`src/rtl/exp6_controle_exibicao.sv`:
```
// Plays the stored colour sequence on the LEDs: each ROM word lit T_ACESO cycles, then dark T_APAGADO cycles.
// Addresses 0..limite (captured at start); signals completion with a one-cycle fim_exibicao pulse.
module exp6_controle_exibicao #(
  parameter int T_ACESO   = 1000,
  parameter int T_APAGADO = 500,
  parameter int ADDR_W    = 4,
  parameter int DATA_W    = 4
) (
  input  logic              clock,
  input  logic              reset,
  input  logic              iniciar,
  input  logic              cancelar,
  input  logic [ADDR_W-1:0] limite,
  input  logic [DATA_W-1:0] dado_rom,
  output logic [ADDR_W-1:0] endereco,
  output logic [DATA_W-1:0] leds,
  output logic              exibindo,
  output logic              fim_exibicao,
  output logic [3:0]        db_estado
);

  localparam int TMAX = (T_ACESO > T_APAGADO) ? T_ACESO : T_APAGADO;
  localparam int TW   = (TMAX > 1) ? $clog2(TMAX) : 1;
  localparam logic [TW-1:0] ACESO_FIM   = TW'(T_ACESO - 1);
  localparam logic [TW-1:0] APAGADO_FIM = TW'(T_APAGADO - 1);

  typedef enum logic [2:0] {
    OCIOSO  = 3'd0,
    ACENDE  = 3'd1,
    APAGA   = 3'd2,
    CARREGA = 3'd3,
    FIM     = 3'd4
  } estado_t;

  estado_t           estado_q, estado_d;
  logic [TW-1:0]     timer_q, timer_d;
  logic [ADDR_W-1:0] endereco_q, endereco_d;
  logic [ADDR_W-1:0] lim_q, lim_d;
  logic [DATA_W-1:0] leds_q, leds_d;

  always_ff @(posedge clock or posedge reset) begin
    if (reset) begin
      estado_q   <= OCIOSO;
      timer_q    <= '0;
      endereco_q <= '0;
      lim_q      <= '0;
      leds_q     <= '0;
    end else begin
      estado_q   <= estado_d;
      timer_q    <= timer_d;
      endereco_q <= endereco_d;
      lim_q      <= lim_d;
      leds_q     <= leds_d;
    end
  end

  always_comb begin
    estado_d   = estado_q;
    timer_d    = timer_q;
    endereco_d = endereco_q;
    lim_d      = lim_q;
    leds_d     = leds_q;

    case (estado_q)
      OCIOSO: begin
        endereco_d = '0;
        leds_d     = '0;
        timer_d    = '0;
        if (iniciar) begin
          lim_d    = limite;
          leds_d   = dado_rom;
          estado_d = ACENDE;
        end
      end
      ACENDE: begin
        if (timer_q == ACESO_FIM) begin
          leds_d   = '0;
          timer_d  = '0;
          estado_d = APAGA;
        end else begin
          timer_d = timer_q + 1'b1;
        end
      end
      APAGA: begin
        if (timer_q == APAGADO_FIM) begin
          timer_d = '0;
          if (endereco_q == lim_q) begin
            estado_d = FIM;
          end else begin
            endereco_d = endereco_q + 1'b1;
            estado_d   = CARREGA;
          end
        end else begin
          timer_d = timer_q + 1'b1;
        end
      end
      CARREGA: begin
        // Address moved last cycle, so the ROM word is now valid.
        leds_d   = dado_rom;
        estado_d = ACENDE;
      end
      FIM: begin
        endereco_d = '0;
        leds_d     = '0;
        estado_d   = OCIOSO;
      end
      default: begin
        endereco_d = '0;
        leds_d     = '0;
        timer_d    = '0;
        estado_d   = OCIOSO;
      end
    endcase

    // Abort takes priority over any timer-driven transition.
    if (cancelar && (estado_q != OCIOSO)) begin
      estado_d   = OCIOSO;
      endereco_d = '0;
      leds_d     = '0;
      timer_d    = '0;
    end
  end

  always_comb begin
    case (estado_q)
      OCIOSO:  db_estado = 4'd0;
      ACENDE:  db_estado = 4'd1;
      APAGA:   db_estado = 4'd2;
      CARREGA: db_estado = 4'd3;
      FIM:     db_estado = 4'd4;
      default: db_estado = 4'hF;
    endcase
  end

  assign endereco     = endereco_q;
  assign leds         = leds_q;
  assign exibindo     = (estado_q != OCIOSO);
  assign fim_exibicao = (estado_q == FIM);

endmodule

```
`config.mk`:
```
export PLATFORM = sky130hd
export DESIGN_NAME = exp6_controle_exibicao
export DESIGN_NICKNAME = d
export VERILOG_FILES = /design/src/rtl/exp6_controle_exibicao.sv
export SDC_FILE = /design/constraint.sdc
export NUM_CORES = 1
export LEC_CHECK = 0
export CORE_ASPECT_RATIO = 1.5
export CORE_MARGIN = 4
export CORE_UTILIZATION = 48
export CTS_BUF_LIST = sky130_fd_sc_hd__clkbuf_2 sky130_fd_sc_hd__clkbuf_4 sky130_fd_sc_hd__clkbuf_8
export CTS_CLUSTER_DIAMETER = 100
export DETAILED_ROUTE_END_ITERATION = 6
export PLACE_DENSITY_LB_ADDON = 0.15
export SLEW_MARGIN = 15
export SYNTH_ARGS = -nofsm -noshare
export SYNTH_HDL_FRONTEND = slang
export SYNTH_SLANG_ARGS = --single-unit
```
`constraint.sdc`:
```
create_clock -name clock -period 2 [get_ports clock]
set_clock_uncertainty 0.1 [all_clocks]
set_input_delay 0.3 -clock clock [delete_from_list [all_inputs] [get_ports clock]]
set_output_delay 0.3 -clock clock [all_outputs]
set_load 0.01 [all_outputs]
```
Fig. 1: clock distribution
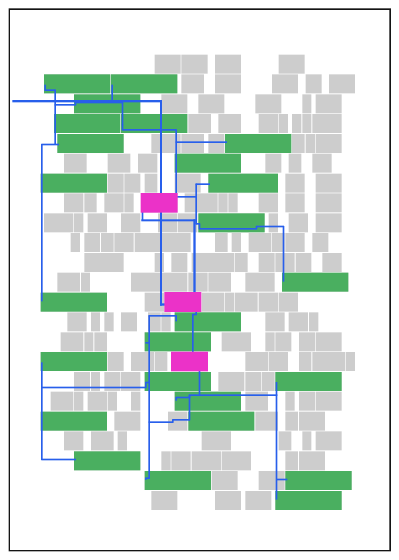
[flip-flops] green | count: 25
[clock wires] blue | length: 293 µm
[clock drivers] magenta | count: 3
flops lie: widely spread
Clk pwr share: 0.176
Clk Latency, worst-skew pair: 0.26 ns

Fig. 2: drive-strength map
The bar under the picture is 20 µm long.
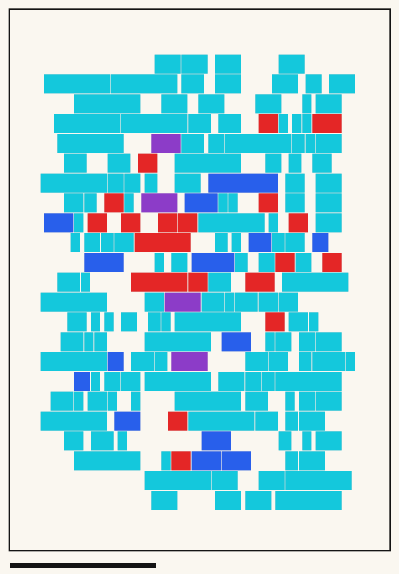
[_6 and larger] purple | cells: 4 | share: 2.2%
[_0 and _1 cells] cyan | cells: 145 | share: 80%
[_3 and _4 cells] red | cells: 19 | share: 10%
[_2 cells] blue | cells: 14 | share: 7.7%
Non-Filler Cell Area, Final: 1870 µm²
non-clock buffer total of the final layout: 40

Fig. 3: cell outlines without signal wires
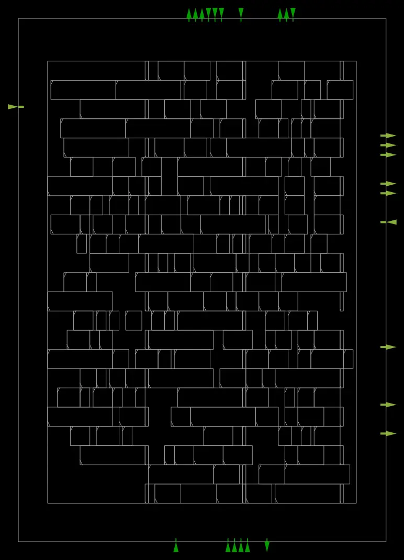
number of tap cells added at floorplan: 37
Final Util: 0.685
number of standard-cell rows in the floorplan: 23

Fig. 4: sequential cells grouped by signal name
Other sequential cells in the stronger gray, the rest of the logic in the fainter gray.
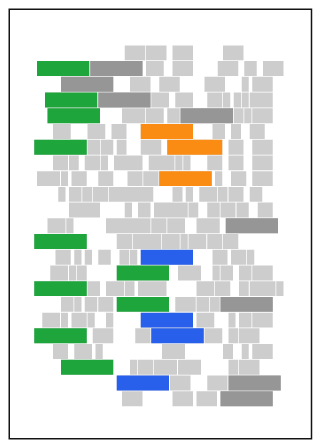
[`timer_q`] green | sequential cells: 10
[`lim_q`] blue | sequential cells: 4 | where: south
[`estado_q`] orange | sequential cells: 3
not colored: 8
Seq/total area: 0.335
P_seq: 0.694 mW
combined flip-flop and latch cell area: 627 µm²

Fig. 5: wire density map
The bar under the picture is 20 µm long. 10 x 15 tiles, from dark purple (low) to yellow (high), scaled to the fullest tile. Values are wire area over tile area, all layers added.
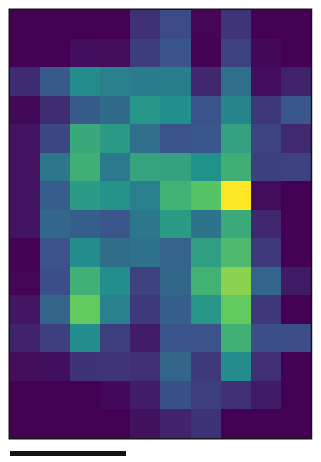
fullest tile: 0.49
mean over tiles: 0.12
nearly empty tiles: 19%
final WL: 3.09 mm
DR vias: 1,213
Global Route Usage Sum: 0.171

## worst paths after layout
check                                  startpoint                      end  cells past startpoint
min reg2reg                   leds[3]$_DFFE_PP0P_      leds[3]$_DFFE_PP0P_                      1
max                        timer_q[1]$_DFFE_PP0P_  estado_q[0]$_DFFE_PP0P_                      7
min in group clock            leds[3]$_DFFE_PP0P_      leds[3]$_DFFE_PP0P_                      1
max reg2reg                timer_q[1]$_DFFE_PP0P_  estado_q[0]$_DFFE_PP0P_                      7
max in group asynchronous                   reset  estado_q[1]$_DFFE_PP0P_                      3
min                                         reset     lim_q[1]$_DFFE_PP0P_                      3
## logic make-up (layout without fill, tap and decap cells)
logic type,count (synthesis),after routing
compound gates,37,37
mux,7,7
xor+xnor,4,4
fa+ha+maj,2,2
buf+inv,12,51
simple gates,56,56
flops,25,25
==> impl_results.rst <==
Physical design figures
=======================

.. list-table::
   :header-rows: 1

   * - Metric
     - Value
   * - Die Span Y
     - about 74 µm
   * - Antenna violations before repair
     - 0
   * - Synthesized-area fraction occupied by and/or/nand/nor cells
     - 0.230
   * - Post-layout minimum cycle time
     - 2.03 ns
   * - Number of enable flip-flop cells
     - 0
   * - Yosys chip area
     - about 1400 µm²
   * - Kind of critical path
     - flop to flop
   * - Switching part of the total power
     - 0.330
   * - Most repeated cell in the gate-level netlist after synthesis
     - dfrtp_1
   * - Final-layout setup total negative slack
     - -0.0452 ns
   * - Power share of the combinational group
     - 0.425
   * - Critical Path End Type
     - flop
   * - Type of origin of the critical path
     - flop
   * - Sequential Power Share
     - 0.400
   * - Number of nets in the synthesized netlist
     - about 160
   * - Max FFs per register
     - 10
   * - Initial DRC Count
     - 37
   * - GR Util met2
     - 0.327
   * - Multi-input gate share of total cell area
     - 0.404
   * - Dominant synthesized flop cell
     - dfrtp_1
   * - Die width
     - approximately 52 µm
   * - Top routing layer in use
     - met4
   * - Maximum fanout encountered on the critical timing path
     - 2
   * - Peak per-stage delay on the critical path
     - ~0.40 ns
   * - Clock root buffer master
     - clkbuf_8
   * - Yosys top cell by area
     - dfrtp_1
   * - Final hold slack
     - 0.282 ns
   * - Leading cell types by count after synthesis
     - dfrtp_1, nand2_1, nor2_1, a22o_1
   * - Pre-CTS WS
     - -0.00413 ns
   * - Worst-case register-to-register setup slack
     - -0.03 ns
   * - Xor and xnor area share after synthesis
     - 0.0251
   * - Prevailing logic family in the synthesized netlist
     - simple AND/OR/NAND/NOR gates
   * - Post-cts hold buffer count
     - 0
   * - Slew HR
     - 0.764
   * - Violations in the final reports
     - setup timing
   * - Area fraction of the dominant cell type after synthesis
     - 0.448
   * - Syn_area_per_cell
     - about 9.8 µm²
   * - Average via count per standard cell
     - 5.54
   * - Number of antenna diodes
     - 0
   * - Final Cycle Share
     - 1.02
   * - Ys Warns
     - 0
   * - Maximum number of pins on one net before global-route repair
     - 26
   * - Total Power
     - 1.74 mW
   * - Via count of the first global-routing pass
     - 1,178
   * - Drt first pass iters
     - 4
   * - Leakage power total
     - 0.824 nW
   * - Total number of H-tree levels
     - 1
   * - Routed WL per cell
     - about 14 µm
   * - Total of fill cells in the finished design
     - approximately 230
   * - Dominant kind of cell by area
     - logic gates
   * - Final-report max-slew violation count
     - 0
   * - Area inside the core boundary
     - ~2700 µm²
   * - Dpl cells
     - 211
   * - Final weighted congestion in routability-driven placement
     - between 0.8 and 0.9
   * - Die area
     - roughly 3900 µm²
   * - CTS Buf Count
     - 3
   * - Met1 wire length
     - 1.23 mm
   * - Worst Tran Pin Value
     - approximately 0.35 ns
   * - Path type of the worst min-delay path
     - primary input to async pin
   * - Clock edge transition at the registers on the reported setup and hold paths
     - 0.08 ns
   * - Count of max-cap constraint violations
     - 0
   * - Number of I/O port buffers
     - 25
   * - Number of cells in Yosys stat
     - about 140
   * - Post-route worst setup slack
     - -0.0312 ns
   * - Post-CTS setup-driven buffer insertion count
     - 0
   * - Final clock-cell share
     - 0.0261
   * - Register with the most flip-flops
     - timer_q
   * - Io pins
     - 26
   * - Netlist area before placement
     - between 1000 and 1500 µm²
   * - Final setup violation count
     - 3
   * - Adder-cell share of the synthesized area
     - 0.0179
   * - Status
     - complete, but fails checks
   * - Post-detailed-placement cell area
     - 1760 µm²
   * - Synthesized instance count
     - between 100 and 150
   * - CP Cell Sequence
     - ha_2, nand3b_1, buf_4, nor4_4, o22ai_2, or3b_4, o32ai_2
   * - Clock group power
     - slightly above 0.3 mW
   * - Remaining global-route overflow
     - 0
   * - Combinational gate area
     - 757 µm²
   * - Slowest cell on the critical path
     - or3b_4
   * - Setup repair after global routing missed its margin
     - true
   * - Data required time of the worst path
     - slightly above 2 ns
   * - Max Root-Sink Buffers
     - 2
   * - Cell types occupying the most area after synthesis
     - dfrtp_1, a22o_1, mux2_2
   * - P&R area growth vs syn
     - 34.1%
   * - Proportion of layout cells with a drive suffix above 1
     - 0.203
   * - Async set-reset flop share out of synthesis
     - 1.00
Power figures rest on the tool's default switching activity, not on a simulated workload.
